### Congestion heat map

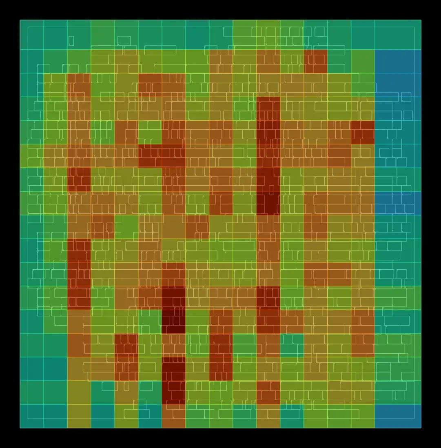
### Metal 1

The bar under the picture is 20 microns long. Supply wires on this layer in gray.
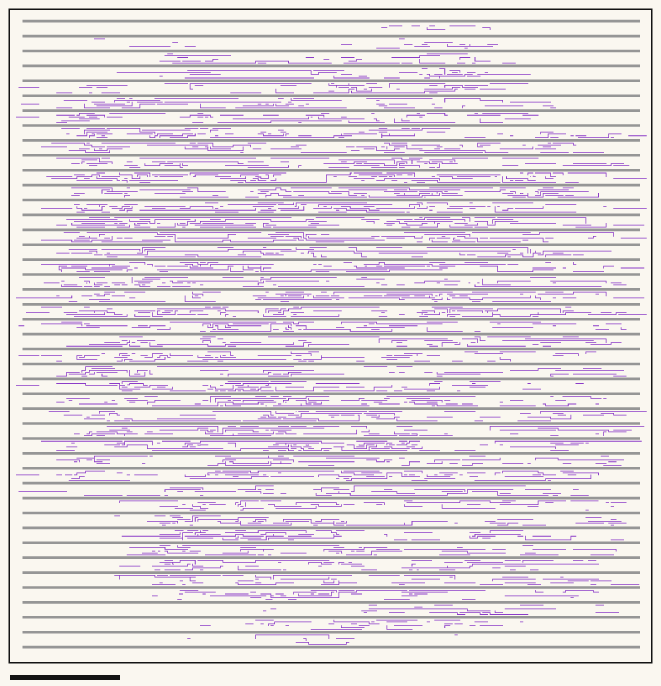
### Met4 routing

The bar under the picture is 20 microns long. Supply wires on this layer in gray.
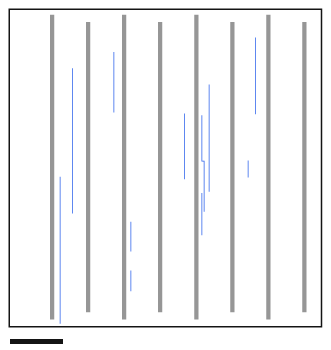
### Metal 3

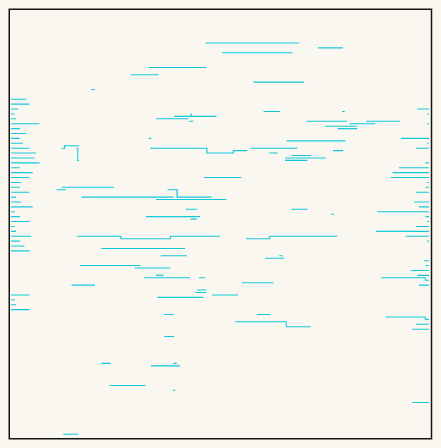
### Met2 routing

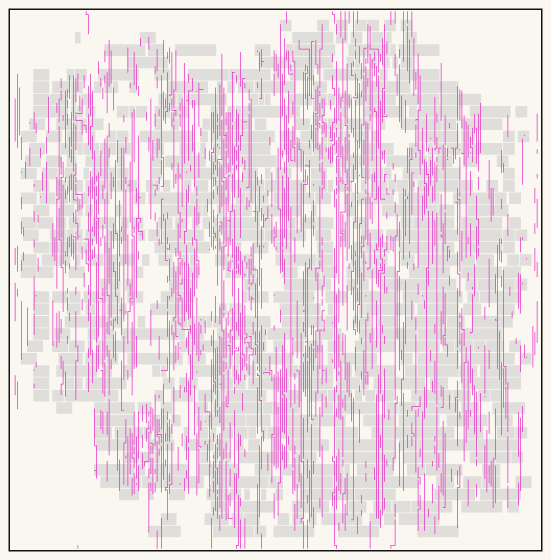
==> src/rtl/serial_lsu_pkg.sv <==
// serial_lsu_pkg: RV32 funct3 codes, access-size codes, FSM state enum and digit-count helpers.
package serial_lsu_pkg;
   localparam logic [2:0] F_LB  = 3'b000;
   localparam logic [2:0] F_LH  = 3'b001;
   localparam logic [2:0] F_LW  = 3'b010;
   localparam logic [2:0] F_LBU = 3'b100;
   localparam logic [2:0] F_LHU = 3'b101;
   localparam logic [1:0] SZ_B  = 2'd0;
   localparam logic [1:0] SZ_H  = 2'd1;
   localparam logic [1:0] SZ_W  = 2'd2;
   typedef enum logic [2:0] {S_IDLE, S_ADDR, S_WDATA, S_MEM, S_OUT, S_DONE} state_t;
   function automatic int digit_cnt(input int dw);
      return 32 / dw;
   endfunction
   // any code other than the byte and halfword forms behaves as a word access
   function automatic logic [1:0] f3_size(input logic [2:0] f);
      return (f == F_LB || f == F_LBU) ? SZ_B : (f == F_LH || f == F_LHU) ? SZ_H : SZ_W;
   endfunction
   function automatic logic f3_signed(input logic [2:0] f);
      return f == F_LB || f == F_LH;
   endfunction
endpackage

==> src/rtl/serial_lsu_shreg.sv <==
// serial_lsu_shreg: 32-bit loadable shift register taking DIGIT_W-bit digits in at the top, LSB first.
// Ports: clk, rst_n (async active-low); i_load/i_data parallel load (wins over shift);
// i_shift/i_digit shift one digit in; o_q current value; o_next value after a shift.
module serial_lsu_shreg #(
   parameter int DIGIT_W = 1
) (
   input  logic               clk,
   input  logic               rst_n,
   input  logic               i_load,
   input  logic [31:0]        i_data,
   input  logic               i_shift,
   input  logic [DIGIT_W-1:0] i_digit,
   output logic [31:0]        o_q,
   output logic [31:0]        o_next
);
   logic [31:0] r_q;
   assign o_q    = r_q;
   assign o_next = {i_digit, r_q[31:DIGIT_W]};
   always_ff @(posedge clk or negedge rst_n) begin
      if (!rst_n) r_q <= '0;
      else if (i_load) r_q <= i_data;
      else if (i_shift) r_q <= o_next;
   end
endmodule

==> src/rtl/serial_lsu.sv <==
// serial_lsu: digit-serial RV32 load/store unit in front of a 32-bit word-addressed memory port.
// Ports: clk, rst_n (async active-low); start/is_store/func begin a transfer; ser_in carries the
// address then store-data digits LSB first; ser_out/ser_valid return load data LSB first;
// busy/done/misaligned report status; mem_req/mem_we/mem_addr/mem_be/mem_wdata with mem_ack/mem_rdata
// form a req/ack memory port.
// Build option SERIAL_LSU_MISALIGN_TRAP_EN: misaligned accesses end with done+misaligned and no
// memory request; otherwise they are aligned down to the access size.
module serial_lsu
   import serial_lsu_pkg::*;
#(
   parameter int DIGIT_W = 1,
   parameter int AW      = 10
) (
   input  logic               clk,
   input  logic               rst_n,
   input  logic               start,
   input  logic               is_store,
   input  logic [2:0]         func,
   input  logic [DIGIT_W-1:0] ser_in,
   output logic [DIGIT_W-1:0] ser_out,
   output logic               ser_valid,
   output logic               busy,
   output logic               done,
   output logic               misaligned,
   output logic               mem_req,
   output logic               mem_we,
   output logic [AW-1:0]      mem_addr,
   output logic [3:0]         mem_be,
   output logic [31:0]        mem_wdata,
   input  logic               mem_ack,
   input  logic [31:0]        mem_rdata
);
   localparam int N  = digit_cnt(DIGIT_W);
   localparam int CW = $clog2(N);
   state_t        r_state;
   logic [CW-1:0] r_cnt;
   logic          r_store, r_sign, r_ser_valid, r_done, r_mis, r_req, r_we;
   logic [1:0]    r_size, r_off;
   logic [AW-1:0] r_addr;
   logic [3:0]    r_be;
   logic [31:0]   r_wdata;
   logic [31:0]   w_addr_q, w_addr_nx, w_data_q, w_data_nx, w_addr, w_wd, w_lane, w_rd;
   logic [1:0]    w_off;
   logic [3:0]    w_be;
   logic          w_last, w_enter, w_trap, w_load_rd, w_unused;
   assign w_last    = r_cnt == CW'(N - 1);
   assign w_enter   = w_last && (r_state == S_WDATA || (r_state == S_ADDR && !r_store));
   // the last digit is still being shifted on the MEM-entry edge, so decode from the shifter's next value
   assign w_addr    = r_state == S_ADDR ? w_addr_nx : w_addr_q;
   assign w_wd      = r_state == S_WDATA ? w_data_nx : w_data_q;
   assign w_be      = r_size == SZ_B ? 4'b0001 : r_size == SZ_H ? 4'b0011 : 4'b1111;
   assign w_unused  = ^w_addr[31:AW+2];
`ifdef SERIAL_LSU_MISALIGN_TRAP_EN
   assign w_trap    = (r_size == SZ_H && w_addr[0]) || (r_size == SZ_W && w_addr[1:0] != 2'b00);
   assign w_off     = w_addr[1:0];
`else
   assign w_trap    = 1'b0;
   assign w_off     = r_size == SZ_W ? 2'b00 : r_size == SZ_H ? {w_addr[1], 1'b0} : w_addr[1:0];
`endif
   assign w_lane    = mem_rdata >> {r_off, 3'b000};
   assign w_rd      = r_size == SZ_B ? {{24{r_sign & w_lane[7]}}, w_lane[7:0]} :
                      r_size == SZ_H ? {{16{r_sign & w_lane[15]}}, w_lane[15:0]} : w_lane;
   assign w_load_rd = r_state == S_MEM && mem_ack && !r_we;
   assign ser_out    = w_data_q[DIGIT_W-1:0];
   assign ser_valid  = r_ser_valid;
   assign busy       = r_state != S_IDLE;
   assign done       = r_done;
   assign misaligned = r_mis;
   assign mem_req    = r_req;
   assign mem_we     = r_we;
   assign mem_addr   = r_addr;
   assign mem_be     = r_be;
   assign mem_wdata  = r_wdata;
   serial_lsu_shreg #(.DIGIT_W(DIGIT_W)) u_addr (
      .clk(clk), .rst_n(rst_n), .i_load(1'b0), .i_data(32'd0), .i_shift(r_state == S_ADDR),
      .i_digit(ser_in), .o_q(w_addr_q), .o_next(w_addr_nx)
   );
   // carries store data in, then the extended load result out
   serial_lsu_shreg #(.DIGIT_W(DIGIT_W)) u_data (
      .clk(clk), .rst_n(rst_n), .i_load(w_load_rd), .i_data(w_rd),
      .i_shift(r_state == S_WDATA || r_state == S_OUT), .i_digit(ser_in), .o_q(w_data_q), .o_next(w_data_nx)
   );
   always_ff @(posedge clk or negedge rst_n) begin
      if (!rst_n) begin
         r_state     <= S_IDLE;
         r_cnt       <= '0;
         r_store     <= 1'b0;
         r_sign      <= 1'b0;
         r_size      <= SZ_B;
         r_off       <= 2'b00;
         r_ser_valid <= 1'b0;
         r_done      <= 1'b0;
         r_mis       <= 1'b0;
         r_req       <= 1'b0;
         r_we        <= 1'b0;
         r_addr      <= '0;
         r_be        <= 4'b0000;
         r_wdata     <= '0;
      end else begin
         r_done <= 1'b0;
         case (r_state)
            S_IDLE: if (start) begin
               r_store <= is_store;
               r_size  <= f3_size(func);
               r_sign  <= f3_signed(func);
               r_cnt   <= '0;
               r_state <= S_ADDR;
            end
            S_ADDR: begin
               r_cnt <= r_cnt + 1'b1;
               if (w_last) r_state <= S_WDATA;
            end
            S_WDATA: r_cnt <= r_cnt + 1'b1;
            S_MEM: if (mem_ack) begin
               r_req       <= 1'b0;
               r_we        <= 1'b0;
               r_ser_valid <= !r_we;
               r_done      <= r_we;
               r_state     <= r_we ? S_DONE : S_OUT;
            end
            S_OUT: begin
               r_cnt <= r_cnt + 1'b1;
               if (w_last) begin
                  r_ser_valid <= 1'b0;
                  r_done      <= 1'b1;
                  r_state     <= S_DONE;
               end
            end
            default: begin
               r_mis   <= 1'b0;
               r_state <= S_IDLE;
            end
         endcase
         // overrides the ADDR/WDATA next-state choice when the final digit arrives
         if (w_enter) begin
            r_state <= w_trap ? S_DONE : S_MEM;
            r_done  <= w_trap;
            r_mis   <= w_trap;
            r_req   <= !w_trap;
            r_we    <= !w_trap && r_store;
            r_addr  <= w_addr[AW+1:2];
            r_be    <= r_store ? w_be << w_off : 4'hF;
            r_wdata <= r_store ? w_wd << {w_off, 3'b000} : '0;
            r_off   <= w_off;
         end
      end
   end
endmodule

==> config.mk <==
export PLATFORM = sky130hd
export DESIGN_NAME = serial_lsu
export DESIGN_NICKNAME = d
export VERILOG_FILES = /design/src/rtl/serial_lsu_pkg.sv /design/src/rtl/serial_lsu_shreg.sv /design/src/rtl/serial_lsu.sv
export SDC_FILE = /design/constraint.sdc
export NUM_CORES = 1
export LEC_CHECK = 0
export CAP_MARGIN = 5
export CORE_AREA = 2 2 115 117
export DETAILED_ROUTE_END_ITERATION = 7
export DIE_AREA = 0 0 117 119
export HOLD_SLACK_MARGIN = 0.06
export PLACE_DENSITY = 0.79
export SLEW_MARGIN = 30
export SYNTH_ARGS = -nofsm -noshare
export SYNTH_HDL_FRONTEND = slang
export SYNTH_SLANG_ARGS = --single-unit
export TNS_END_PERCENT = 5
==> constraint.sdc <==
create_clock -name clk -period 2.6 [get_ports clk]
set_clock_uncertainty 0.15 [all_clocks]
set_input_delay 0.52 -clock clk [delete_from_list [all_inputs] [get_ports clk]]
set_output_delay 0.52 -clock clk [all_outputs]
set_load 0.1 [all_outputs]
==> results.json <==
{
  "status": "complete, no violations",
  "drv_cap": 0,
  "combGateArea_sq_um": 3381,
  "finalCriticalPeriod_ns": 2.435,
  "critPathLaunch": "r_state[2]",
  "slowest_delay_ns": 0.48,
  "antenna_found_initial": 0,
  "simple_gate_share_pct": 10.82,
  "clk_latency_ns": 0.41,
  "nFillCells": 1018,
  "syn_avg_cell_area_sq_um": 10.19,
  "reg2reg_from": "r_state[2]",
  "io_pins": 94,
  "clk_path_buf_depth": 2,
  "comb_cells": 483,
  "flop_cell": "dfrtp_1",
  "n_all_buffers": 123,
  "warnings": 26,
  "startpoint_type": "flip-flop",
  "cp-end-kind": "flip-flop",
  "synthCells": 669,
  "drive_gt1_share_pct": 22.96,
  "nWellTaps": 176,
  "grt_pass1_vias": 5381,
  "clockRootBuffer": "clkbuf_16",
  "cts_sinks": 128,
  "cp_num_cells": 5,
  "critPathMostFrequentCell": "mux2i_1",
  "path_clk_slew_ns": 0.06,
  "tightest_slew_ns": 0.8486,
  "num_antenna_cells": 0,
  "grt_max_degree": 53,
  "ys_warn_count": 0,
  "num_rows": 42,
  "topCellsByArea": "dfrtp_1 47%, mux2i_1 9.4%, mux2_2 7.8%, nand2_1 4.8%, o21ai_0 4.0%",
  "cts_buffers": 17,
  "yosys-stat-area_sq_um": 6814,
  "n_all_inverters": 6,
  "p_leak_nw": 3.835,
  "clkbuf_count": 19,
  "reg2reg_depth": 5,
  "fp_nets": 712,
  "gp_congestion": 0.9461,
  "area_growth_pct": 24.61,
  "synth-cells-yosys": 669,
  "finalCritPeriodShare_pct": 93.66,
  "cp-endpoint": "mem_wdata[27]",
  "relSlewSlack_pct": 43.22,
  "first_pass_iters": 5,
  "synthTopCellsByCount": "128 x dfrtp_1, 87 x nand2_1, 64 x mux2i_1",
  "syn-cell-area_sq_um": 6814,
  "ir_worst_vdd_mv": 0.5355,
  "final_cells": 947,
  "setup_viol": 0,
  "mux_share_pct": 17.39,
  "gr-total-overflow": 0,
  "dpl-instance-area_sq_um": 7874,
  "top_cell_area_share_pct": 47.01,
  "wl_per_cell_microns": 18.05,
  "fp_util_pct": 52.93,
  "core-area_sq_um": 12870,
  "critPathMaxFanout": 33,
  "regArea_sq_um": 3203,
  "combAreaFraction_pct": 39.82,
  "required_ns": 2.75,
  "synthTopLogicFamily": "AND-OR/OR-AND gates",
  "slew_violations": 0,
  "adder_share_pct": 0.5141,
  "cp.arrival_ns": 2.58,
  "fp.dieH_microns": 119,
  "place_ws_ns": 0.006414,
  "drc": 0,
  "fin_nets": 802,
  "hp-start": "mem_req",
  "hold_depth": 2,
  "die_x_microns": 117,
  "critical_path_class": "reg -> reg",
  "reg2reg_to": "mem_wdata[27]",
  "critPathBufInv": 1,
  "edf_count": 0,
  "cts_max_level": 4,
  "cts_tree": "done",
  "ys_seq_elements": 128,
  "postSynthSeqShare_pct": 47.01,
  "whs_endpoint": "mem_req",
  "xor_share_pct": 0.1285,
  "clkCellAreaFrac_pct": 6.661,
  "path_delay_family": "multiplexers",
  "grt_pass1_wl_microns": 27320,
  "yosysUniqueCellTypes": 55,
  "post_cts_buffers": 0,
  "bufAreaShareNonClock_pct": 12.94,
  "r2r_slack_ns": 0.16,
  "synthArstFlopShare_pct": 100.0,
  "viasPerCell": 5.916,
  "stdcell_area_sq_um": 8491,
  "ant_nets": 0,
  "compound_area_share_pct": 19.92,
  "power_density_nw_per_um2": 1009,
  "slowest_stage": "dfrtp_1",
  "worst_slack_ns": 0.1648,
  "dp_cells": 914,
  "hold_path.class": "reg -> reg",
  "dominant_cells": "logic gates",
  "fmax_mhz": 410.6,
  "finalHoldViolations": 0,
  "nFlopsAndLatches": 128,
  "setup_tns_ns": 0
}
Back to the opening pictures, 'Congestion heat map':
GRT Total Usage: 24.98%
met2 usage: 38.19%
fin util: 65.95%
gr busiest metal: met2

Back to the opening pictures, 'Metal 1':
main direction	horizontal
longest straight run	32.2 microns

Back to the opening pictures, 'Met4 routing':
share of all routed wire	1.8%
nets with wire on the layer	7
longest straight run	55.1 microns
main direction	vertical
wire length on this layer	302 microns

Back to the opening pictures, 'Metal 3':
share of all routed wire	5.1%
longest straight run	25.8 microns
nets with wire on the layer	116
wire length on this layer	865 microns
main direction	horizontal
M3 GR Usage: 4.224%
routed vias: 5,602
Total Wirelength: 17,090 microns

Back to the opening pictures, 'Met2 routing':
nets with wire on the layer	673
main direction	vertical

## metrics by stage
step | power (mW) | hold slack [ns]
floorplan | 5.286 | 0.07441
global placement | 6.122 | 0.3166
detailed placement | 6.258 | 0.3180
CTS | 8.499 | 0.3326
global route | 9.052 | 0.3518
finish | 8.563 | 0.3293
## worst min-delay path: stages (launching register included)
cell     delay [ns]
dfrtp_1        0.34
nand2_1        0.05
nand2_1        0.05
## repair_timing
item | in CTS | in global routing
hold buffers | 1 | 0
hold endpoints to repair | 34 | 0
resized | 0 | 6
setup endpoints to repair | 0 | 15
## cells in the final DEF (no fill, tap or decap), types with 2 or more instances in the layout
cell,instances
a211oi_1,6
a21boi_0,4
a21o_1,2
a21oi_1,52
a221o_1,8
a22o_1,20
a22oi_1,10
a311oi_1,2
a32oi_1,8
and3_1,10
buf_12,6
buf_4,77
clkbuf_16,17
clkbuf_8,2
clkdlybuf4s50_1,39
clkinv_2,2
clkinv_4,3
clkinvlp_4,5
dfrtp_1,128
ha_1,2
inv_1,6
mux2_2,47
mux2i_1,64
nand2_1,86
nand2_2,2
nand2b_1,9
nand3_1,5
nor2_1,14
nor2b_1,10
nor3_1,10
o211ai_1,7
o21a_1,9
o21ai_0,54
o22ai_1,14
## power by group
group | switching (mW) | internal, mW | total [mW]
Sequential | 0.495 | 2.40 | 2.90
Clock | 0.869 | 1.36 | 2.23
Combinational | 2.07 | 1.36 | 3.44
## metal layers
layer  global-route usage, %  share of wire, %  up-vias  wire, microns
met5                       0                 0        -              0
met2                   38.19                47      194           8105
met3                   4.224               5.1       24            865
met4                   8.456               1.8        0            302
li1                        -                 -     2640              -
met1                   36.14                46     2744           7817
No activity file was given, so power comes from the tool's default toggle rates.
